[src/rtl/ps2_scan_ctrl.sv]
// ps2_scan_ctrl: turns the raw PS/2 byte stream into {code, ext, brk} key
// events. E0/F0 prefixes are folded into flags on the following scan code,
// a stalled prefix times out, and finished events queue in a small FIFO
// drained through a valid/ready handshake.
module ps2_scan_ctrl #(
    parameter int FIFO_DEPTH  = 4,       // power of 2, >= 2
    parameter int TIMEOUT_CYC = 200000   // >= 2
) (
    input  logic                          clk,
    input  logic                          reset,        // async, active low
    input  logic                          rx_done_tick,
    input  logic [7:0]                    din,
    input  logic                          key_ready,
    input  logic                          ovf_clr,
    output logic                          key_valid,
    output logic [7:0]                    key_code,
    output logic                          key_ext,
    output logic                          key_brk,
    output logic                          overflow,
    output logic                          err,
    output logic [$clog2(FIFO_DEPTH):0]   fifo_count
);

    localparam int AW = $clog2(FIFO_DEPTH);
    localparam int CW = AW + 1;
    localparam int TW = $clog2(TIMEOUT_CYC);

    localparam logic [1:0] S_IDLE    = 2'd0;
    localparam logic [1:0] S_EXT     = 2'd1;
    localparam logic [1:0] S_BRK     = 2'd2;
    localparam logic [1:0] S_EXT_BRK = 2'd3;

    localparam logic [7:0] B_EXT = 8'hE0;
    localparam logic [7:0] B_BRK = 8'hF0;

    // ---------------------------------------------------------------
    // Decoder state
    // ---------------------------------------------------------------
    logic [1:0]    state_q, state_d;
    logic [TW-1:0] tmo_q, tmo_d;
    logic          err_q, err_d;
    logic          is_ctrl;
    logic          push;
    logic [9:0]    push_ev;     // {code, ext, brk}

    // Keyboard status/ack bytes are never part of a key sequence.
    always_comb begin
        is_ctrl = (din == 8'hAA) || (din == 8'hFA) || (din == 8'hEE) ||
                  (din == 8'hFE) || (din == 8'h00) || (din == 8'hFF);
    end

    // Prefix tracking and timeout; a byte arriving on the expiry cycle wins.
    always_comb begin
        state_d = state_q;
        tmo_d   = tmo_q;
        err_d   = 1'b0;
        push    = 1'b0;
        push_ev = {din, 2'b00};
        if (rx_done_tick) begin
            tmo_d = '0;
            if (is_ctrl) begin
                state_d = S_IDLE;
                err_d   = 1'b1;
            end else begin
                case (state_q)
                    S_IDLE: begin
                        if (din == B_EXT)      state_d = S_EXT;
                        else if (din == B_BRK) state_d = S_BRK;
                        else begin
                            push    = 1'b1;
                            push_ev = {din, 1'b0, 1'b0};
                        end
                    end
                    S_EXT: begin
                        if (din == B_BRK)      state_d = S_EXT_BRK;
                        else if (din == B_EXT) state_d = S_EXT;
                        else begin
                            push    = 1'b1;
                            push_ev = {din, 1'b1, 1'b0};
                            state_d = S_IDLE;
                        end
                    end
                    S_BRK: begin
                        if (din == B_BRK)      state_d = S_BRK;
                        else if (din == B_EXT) state_d = S_EXT;
                        else begin
                            push    = 1'b1;
                            push_ev = {din, 1'b0, 1'b1};
                            state_d = S_IDLE;
                        end
                    end
                    default: begin
                        if (din == B_BRK)      state_d = S_EXT_BRK;
                        else if (din == B_EXT) state_d = S_EXT;
                        else begin
                            push    = 1'b1;
                            push_ev = {din, 1'b1, 1'b1};
                            state_d = S_IDLE;
                        end
                    end
                endcase
            end
        end else if (state_q == S_IDLE) begin
            tmo_d = '0;
        end else if (tmo_q == TW'(TIMEOUT_CYC - 1)) begin
            state_d = S_IDLE;
            tmo_d   = '0;
            err_d   = 1'b1;
        end else begin
            tmo_d = tmo_q + 1'b1;
        end
    end

    // Decoder registers.
    always_ff @(posedge clk or negedge reset) begin
        if (!reset) begin
            state_q <= S_IDLE;
            tmo_q   <= '0;
            err_q   <= 1'b0;
        end else begin
            state_q <= state_d;
            tmo_q   <= tmo_d;
            err_q   <= err_d;
        end
    end

    // ---------------------------------------------------------------
    // Event FIFO
    // ---------------------------------------------------------------
    logic [FIFO_DEPTH-1:0][9:0] mem_q;
    logic [AW-1:0]              wr_ptr_q, rd_ptr_q;
    logic [CW-1:0]              count_q, count_d;
    logic                       ovf_q, ovf_d;
    logic                       pop, full, do_push, drop;
    logic [AW-1:0]              head_idx;

    // A pop frees the slot this cycle, so a push into a full FIFO still
    // lands when the consumer takes the head at the same time.
    always_comb begin
        pop      = (count_q != '0) && key_ready;
        full     = (count_q == CW'(FIFO_DEPTH));
        do_push  = push && (!full || pop);
        drop     = push && full && !pop;
        count_d  = count_q + CW'(do_push) - CW'(pop);
        ovf_d    = drop ? 1'b1 : (ovf_clr ? 1'b0 : ovf_q);
        // When empty, rd_ptr-1 is the entry that was popped last.
        head_idx = (count_q == '0) ? (rd_ptr_q - AW'(1)) : rd_ptr_q;
    end

    // FIFO storage, pointers, occupancy and the sticky overflow flag.
    always_ff @(posedge clk or negedge reset) begin
        if (!reset) begin
            mem_q    <= '0;
            wr_ptr_q <= '0;
            rd_ptr_q <= '0;
            count_q  <= '0;
            ovf_q    <= 1'b0;
        end else begin
            if (do_push) begin
                mem_q[wr_ptr_q] <= push_ev;
                wr_ptr_q        <= wr_ptr_q + AW'(1);
            end
            if (pop) rd_ptr_q <= rd_ptr_q + AW'(1);
            count_q <= count_d;
            ovf_q   <= ovf_d;
        end
    end

    // Outputs come straight from registers; no input-to-output paths.
    always_comb begin
        key_valid  = (count_q != '0);
        key_code   = mem_q[head_idx][9:2];
        key_ext    = mem_q[head_idx][1];
        key_brk    = mem_q[head_idx][0];
        overflow   = ovf_q;
        err        = err_q;
        fifo_count = count_q;
    end

endmodule

[config.mk]
export PLATFORM = sky130hd
export DESIGN_NAME = ps2_scan_ctrl
export DESIGN_NICKNAME = d
export VERILOG_FILES = /design/src/rtl/ps2_scan_ctrl.sv
export SDC_FILE = /design/constraint.sdc
export NUM_CORES = 1
export LEC_CHECK = 0
export CAP_MARGIN = 25
export CORE_MARGIN = 2
export CORE_UTILIZATION = 50
export CTS_BUF_LIST = sky130_fd_sc_hd__clkbuf_8
export CTS_CLUSTER_SIZE = 10
export DETAILED_ROUTE_END_ITERATION = 16
export PLACE_DENSITY = 0.8
export SETUP_SLACK_MARGIN = 0.4
export SLEW_MARGIN = 40
export SYNTH_ARGS = -nofsm -noshare
export SYNTH_HDL_FRONTEND = slang
export SYNTH_SLANG_ARGS = --single-unit
[constraint.sdc]
create_clock -name clk -period 3 [get_ports clk]
set_input_delay 0.9 -clock clk [delete_from_list [all_inputs] [get_ports clk]]
set_output_delay 0.9 -clock clk [all_outputs]
set_load 0.03 [all_outputs]
==> deck_impl_summary.md, run 1 <==
Flow Results at a Glance

Logic synthesis
  – Top_reg_cell synth: dfrtp_1
  – Syn Nets: 272
  – Warning count from the yosys run: 0
  – Top-area cell share: 0.495
  – Ys flops: 69
  – Synth Instances: 251
  – Top cells by count, synth: dfrtp_1 (69), mux2_4 (40), nor2_1 (20)
  – Post-synth seq share: 0.495
  – Mapped cell area: 3490 sq um
  – Ranking of synthesized cells by area: dfrtp_1 (49%), mux2_4 (17%), mux4_2 (6.5%)
  – Ys async rst share: 1.00
  – Yosys Chip Area: 3490 sq um
  – Post-synth top area cell: dfrtp_1

GRT
  – Met2 Use GR: 0.295
  – Largest net degree at the start of global routing: 29
  – Grt total ovfl: 0
  – Gr busiest metal: met2

Drt
  – Final ANT Viol Nets: 0
  – Wire length per cell: 17.3 um
  – Starting DRT DRC Count: 107

STA
  – RSZ-0062 raised after global routing: yes
  – Setup violations, final: 10
  – Fin crit period: 3.11 ns
  – Final WS setup: -0.106 ns
  – Final hold slack: 0.490 ns
  – TNS Setup: -0.894 ns

Final layout
  – Most frequent logic cell in the layout: dfrtp_1
  – Most frequent cells in the layout: dfrtp_1 (67), mux2_4 (40), buf_4 (21)
  – Fill cell count: 480

Clock network
  – H-tree levels: 3
  – CTS tree: done
  – CTS Root Buffer Type: clkbuf_8
  – CTS Buf Count: 9

Placement
  – Detailed placement HPWL: 4580 um

Worst setup path
  – Highest net fanout along the worst path: 10
  – Worst setup path class: flop to output port
  – Critical Path Source Type: flop
  – Crit path DRT: 2.10 ns

Die
  – Die height: 87.6 um
  – Chip footprint: 7670 sq um
  – IO Pins: 29

Flow run
  – Tool warnings: 32

Worst hold path
  – Worst Hold Class: flop to flop

Status
  – Status: complete, but fails checks
  – Failing checks: setup timing

Power and ir drop
  – PwrDens: 1040 nW/um^2
==> run 1: sequential cells by signal, indices dropped and copies added, names as in the netlist <==
signal,count
rd_ptr_q,2
overflow,1
tmo_q,18
mem_q,40
fifo_count,3
err,1
wr_ptr_q,2
state_q,2
==> run 1: worst paths after layout <==
path | end | cells after the start | slack (ns) | start
setup / recovery | key_ext | 5 | -0.11 | fifo_count[1]
hold / removal | rd_ptr_q[1] | 1 | 0.49 | rd_ptr_q[1]
setup reg to reg | fifo_count[2] | 10 | 0.53 | fifo_count[1]
hold reg to reg | rd_ptr_q[1] | 1 | 0.49 | rd_ptr_q[1]
max in group asynchronous | state_q[0] | 2 | 1.76 | reset
min in group asynchronous | mem_q[35] | 1 | 0.51 | reset
==> run 1: cell families after synthesis <==
group | Yosys count | synth area share
DFF | 69 | 0.495
and+or+nand+nor | 74 | 0.128
adders and majority gates | 8 | 0.0308
AOI/OAI and AO/OA | 8 | 0.0219
muxes | 51 | 0.240
xor gates and xnor gates | 23 | 0.0599
buffers and inverters | 18 | 0.0251
==> run 1: routing by layer <==
metal / share of wire / up-vias
met1: 0.48 / 1067
met3: 0.029 / 12
met4: 0.019 / 2
li1: - / 999
met2: 0.47 / 41
met5: 0.0016 / -
==> run 1: where the power goes <==
part / leakage [uW] / internal [uW] / switching, uW / total, uW
combinational: 0.000917 / 1240 / 1010 / 2250
sequential: 0.000878 / 1210 / 177 / 1390
clock: 0.000112 / 489 / 363 / 852
total: 0.00191 / 2950 / 1550 / 4500
==> run 1: final cells by class <==
| class | count | area (sq um) | area share |
|---|---|---|---|
| multi-input combinational | 164 | 1770 | 0.409 |
| sequential | 69 | 1730 | 0.400 |
| timing repair buffer | 50 | 470 | 0.109 |
| clock buffer | 10 | 138 | 0.0318 |
| tap | 80 | 100 | 0.0231 |
| clock inverter | 6 | 86.3 | 0.0199 |
| inverter | 9 | 33.8 | 0.00781 |
==> run 1: worst max-delay path, delay by kind of cell, from the launching register on <==
| kind | cells | cell delay (ns) |
|---|---|---|
| multiplexers | 1 | 0.53 |
| XOR/XNOR | 1 | 0.16 |
| buffers and inverters | 2 | 0.34 |
| AND/OR/NAND/NOR | 1 | 0.43 |
| flip-flops | 1 | 0.41 |
==> run 1: timing repair <==
item / CTS / global route
hold buffers: 0 / 0
setup endpoints to repair: 53 / 12
hold endpoints to repair: 0 / 0
setup buffers: 1 / 0
resized: 112 / 5
pin swaps: 8 / 2
==> run 1: stage by stage <==
step	util	power (uW)	setup WS, ns	cell area, sq um	instances
6_report	0.641	4500	-0.106	4330	388
3_3_place_gp	0.598	3520	-0.452	4040	371
5_1_grt	0.641	4730	-0.172	4330	388
2_1_floorplan	-	2860	-0.142	3550	251
3_5_place_dp	0.598	3590	-0.506	4040	371
4_1_cts	0.640	4530	-0.122	4320	388
==> run_1/cell_classes.png <==
Drawn at 3 px/um.
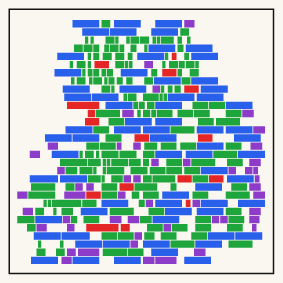
- all other logic: green (cells 173; share of their area 43%)
- other buffers and delay cells: purple (cells 50; share of their area 11%)
- clock drivers and dummy loads: red (cells 16; share of their area 5.3%)
- flip-flops: blue (cells 69; share of their area 41%)
Final Cell Area: 4330 sq um
Site Rows: 30
register share of the cell area: 0.400
CORE AREA: 6760 sq um
final core utilization: 0.641

==> run_1/clock_map.png <==
Drawn at 6 px/um.
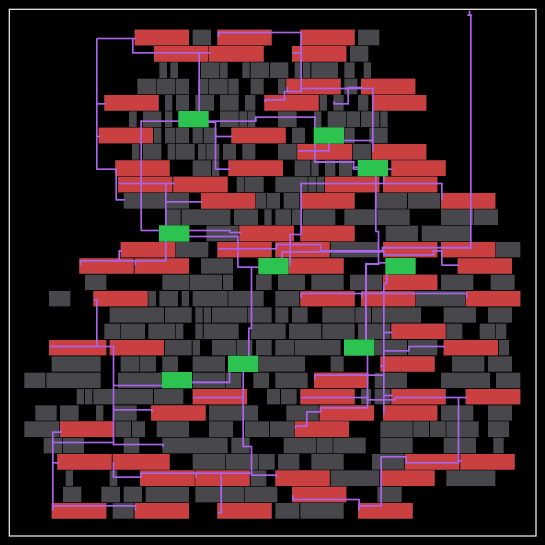
- clock wires: purple (length 918 um)
- cells driving clock nets: green (count 9)
- flip-flops: red (count 69)
- routed clock nets: 10
clock share of power: 0.190
clock skew: 0.0119 ns
clk pwr: 852 uW
Skew-Pair Late Insertion Delay: 0.34 ns

==> run_1/final_clocks.png <==
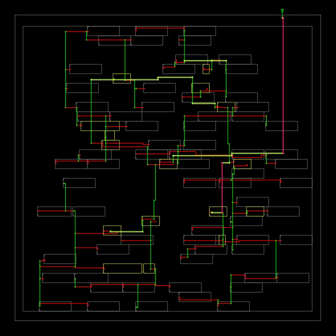
seq_cells: 69
CTS sink count: 69

==> run_1/met3.png <==
Drawn at 4 px/um. Cells faint in the background.
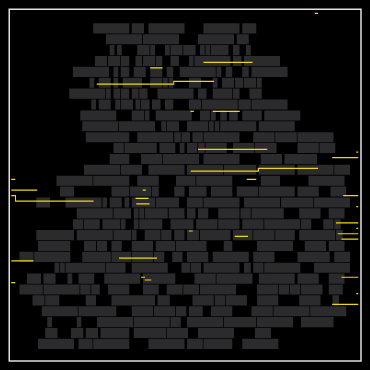
- nets with wire on the layer: 24
- main direction: horizontal
- longest straight run: 19.3 um
vias: 2,121
met3 usage: 0.0556
final WL: 6720 um

==> inputs of run 2 (changes only) <==
Settings changed: SETUP_SLACK_MARGIN 0.4 to 0.2.
==> run 2 against run 1 <==
Net effect: the flow still finishes with violations (setup timing); highest routed layer is now met4; sequential power about the same; critical path depth unchanged; die area stayed put; non-clock buffer count decreased by 1; critical endpoint unchanged; clock-buffer cell count is the same; sequential cell count unchanged; combinational power hardly changed; largest power group unchanged; sequential share of layout area increased by 0.36 points; critical path type unchanged.
==> deck_impl_summary.md, run 2 <==
Flow Results at a Glance

Placement
  – Area post-placement: 4040 sq um
  – Place WS: -0.506 ns

Die
  – Chip footprint: 7670 sq um
  – IO Pins: 29

STA
  – Setup violations, final: 10
  – Final WS setup: -0.110 ns

Logic synthesis
  – Warning count from the yosys run: 0
  – Top_reg_cell synth: dfrtp_1
  – Post-synth seq share: 0.495
  – Post-synth top area cell: dfrtp_1

Status
  – Failing checks: setup timing
  – Status: complete, but fails checks

Final layout
  – Most frequent cells in the layout: dfrtp_1 (67), mux2_4 (40), nor2_1 (20)
  – Most frequent logic cell in the layout: dfrtp_1
  – Biggest register: mem_q

Power and ir drop
  – Internal power: 2940 uW
  – Sequential power share: 0.310

Clock network
  – CTS tree: done
  – CTS Root Buffer Type: clkbuf_8
  – CTS Buf Count: 9
  – Skew-Pair Late Insertion Delay: 0.34 ns

Worst setup path
  – Crit path DRT: 2.10 ns

Drt
  – Wire length per cell: 17.5 um

GRT
  – Grt total ovfl: 0
  – Met3 usage: 0.0556
  – Largest net degree at the start of global routing: 29

Worst hold path
  – Worst Hold Class: flop to flop
run 2: metal layers:
layer  wire [um]  vias up  share of wire
met5           0        -              0
met4         146        0          0.022
met3         218       12          0.032
met2        3180       44           0.47
met1        3230     1062           0.48
li1            -      995              -
run 2: cells by family (layout without fill, tap and decap cells):
kind of cell / count (synthesis) / count (layout) / share of synthesized area
simple gates: 74 / 74 / 0.128
compound gates: 8 / 8 / 0.0219
mux: 51 / 51 / 0.240
xor+xnor: 23 / 23 / 0.0599
fa+ha+maj: 8 / 8 / 0.0308
buf+inv: 18 / 74 / 0.0251
flops: 69 / 69 / 0.495
run 2: area by class of cell:
class                      instances  share of cell area
multi-input combinational        164               0.412
sequential                        69               0.403
timing repair buffer              49               0.102
clock buffer                      10              0.0321
tap                               80              0.0233
clock inverter                     6              0.0201
inverter                           9             0.00788
run 2: power by group through the flow:
stage / registers (uW) / clock network (uW) / logic, uW
2_1_floorplan: 1400 / 0 / 1460
3_3_place_gp: 1390 / 0 / 2140
3_5_place_dp: 1410 / 0 / 2190
4_1_cts: 1390 / 864 / 2270
5_1_grt: 1430 / 908 / 2390
6_report: 1390 / 853 / 2250
run 2: repair_timing:
item,CTS,global route
resized,89,7
pin swaps,2,3
endpoints found under the setup margin,52,12
run 2: worst max-delay path: cells and delay by family (launching register included):
family,cells,cell delay (ns)
mux,1,0.53
simple gates,1,0.43
flops,1,0.41
xor+xnor,1,0.16
buf+inv,2,0.34
run 2: worst paths after layout:
check	start	to	slack, ns	depth (start not counted)
worst max register to register	fifo_count[1]	fifo_count[2]	0.53	10
worst max-delay path	fifo_count[1]	key_ext	-0.11	5
worst min-delay path	rd_ptr_q[1]	rd_ptr_q[1]	0.49	1
max in group asynchronous	reset	state_q[0]	1.76	2
min in group asynchronous	reset	mem_q[35]	0.51	1
worst min register to register	rd_ptr_q[1]	rd_ptr_q[1]	0.49	1
run 2: through the flow:
step / hold slack (ns) / std cells / setup TNS, ns / util
6_report: 0.490 / 387 / -0.934 / 0.635
5_1_grt: 0.519 / 387 / -1.51 / 0.635
4_1_cts: 0.497 / 387 / -1.08 / 0.639
3_5_place_dp: 0.482 / 371 / -10.94 / 0.598
3_3_place_gp: 0.479 / 371 / -9.28 / 0.598
2_1_floorplan: 0.465 / 251 / -0.188 / -
==> run_2/cell_classes.png <==
Drawn at 3 px/um.
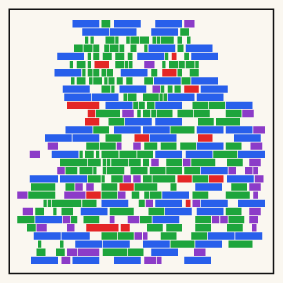
- clock drivers and dummy loads: red (cells 16; share of their area 5.3%)
- other buffers and delay cells: purple (cells 49; share of their area 10%)
- all other logic: green (cells 173; share of their area 43%)
- flip-flops: blue (cells 69; share of their area 41%)
Final Cell Area: 4290 sq um
register share of the cell area: 0.403
final core utilization: 0.635

Power figures rest on the tool's default switching activity, not on a simulated workload.
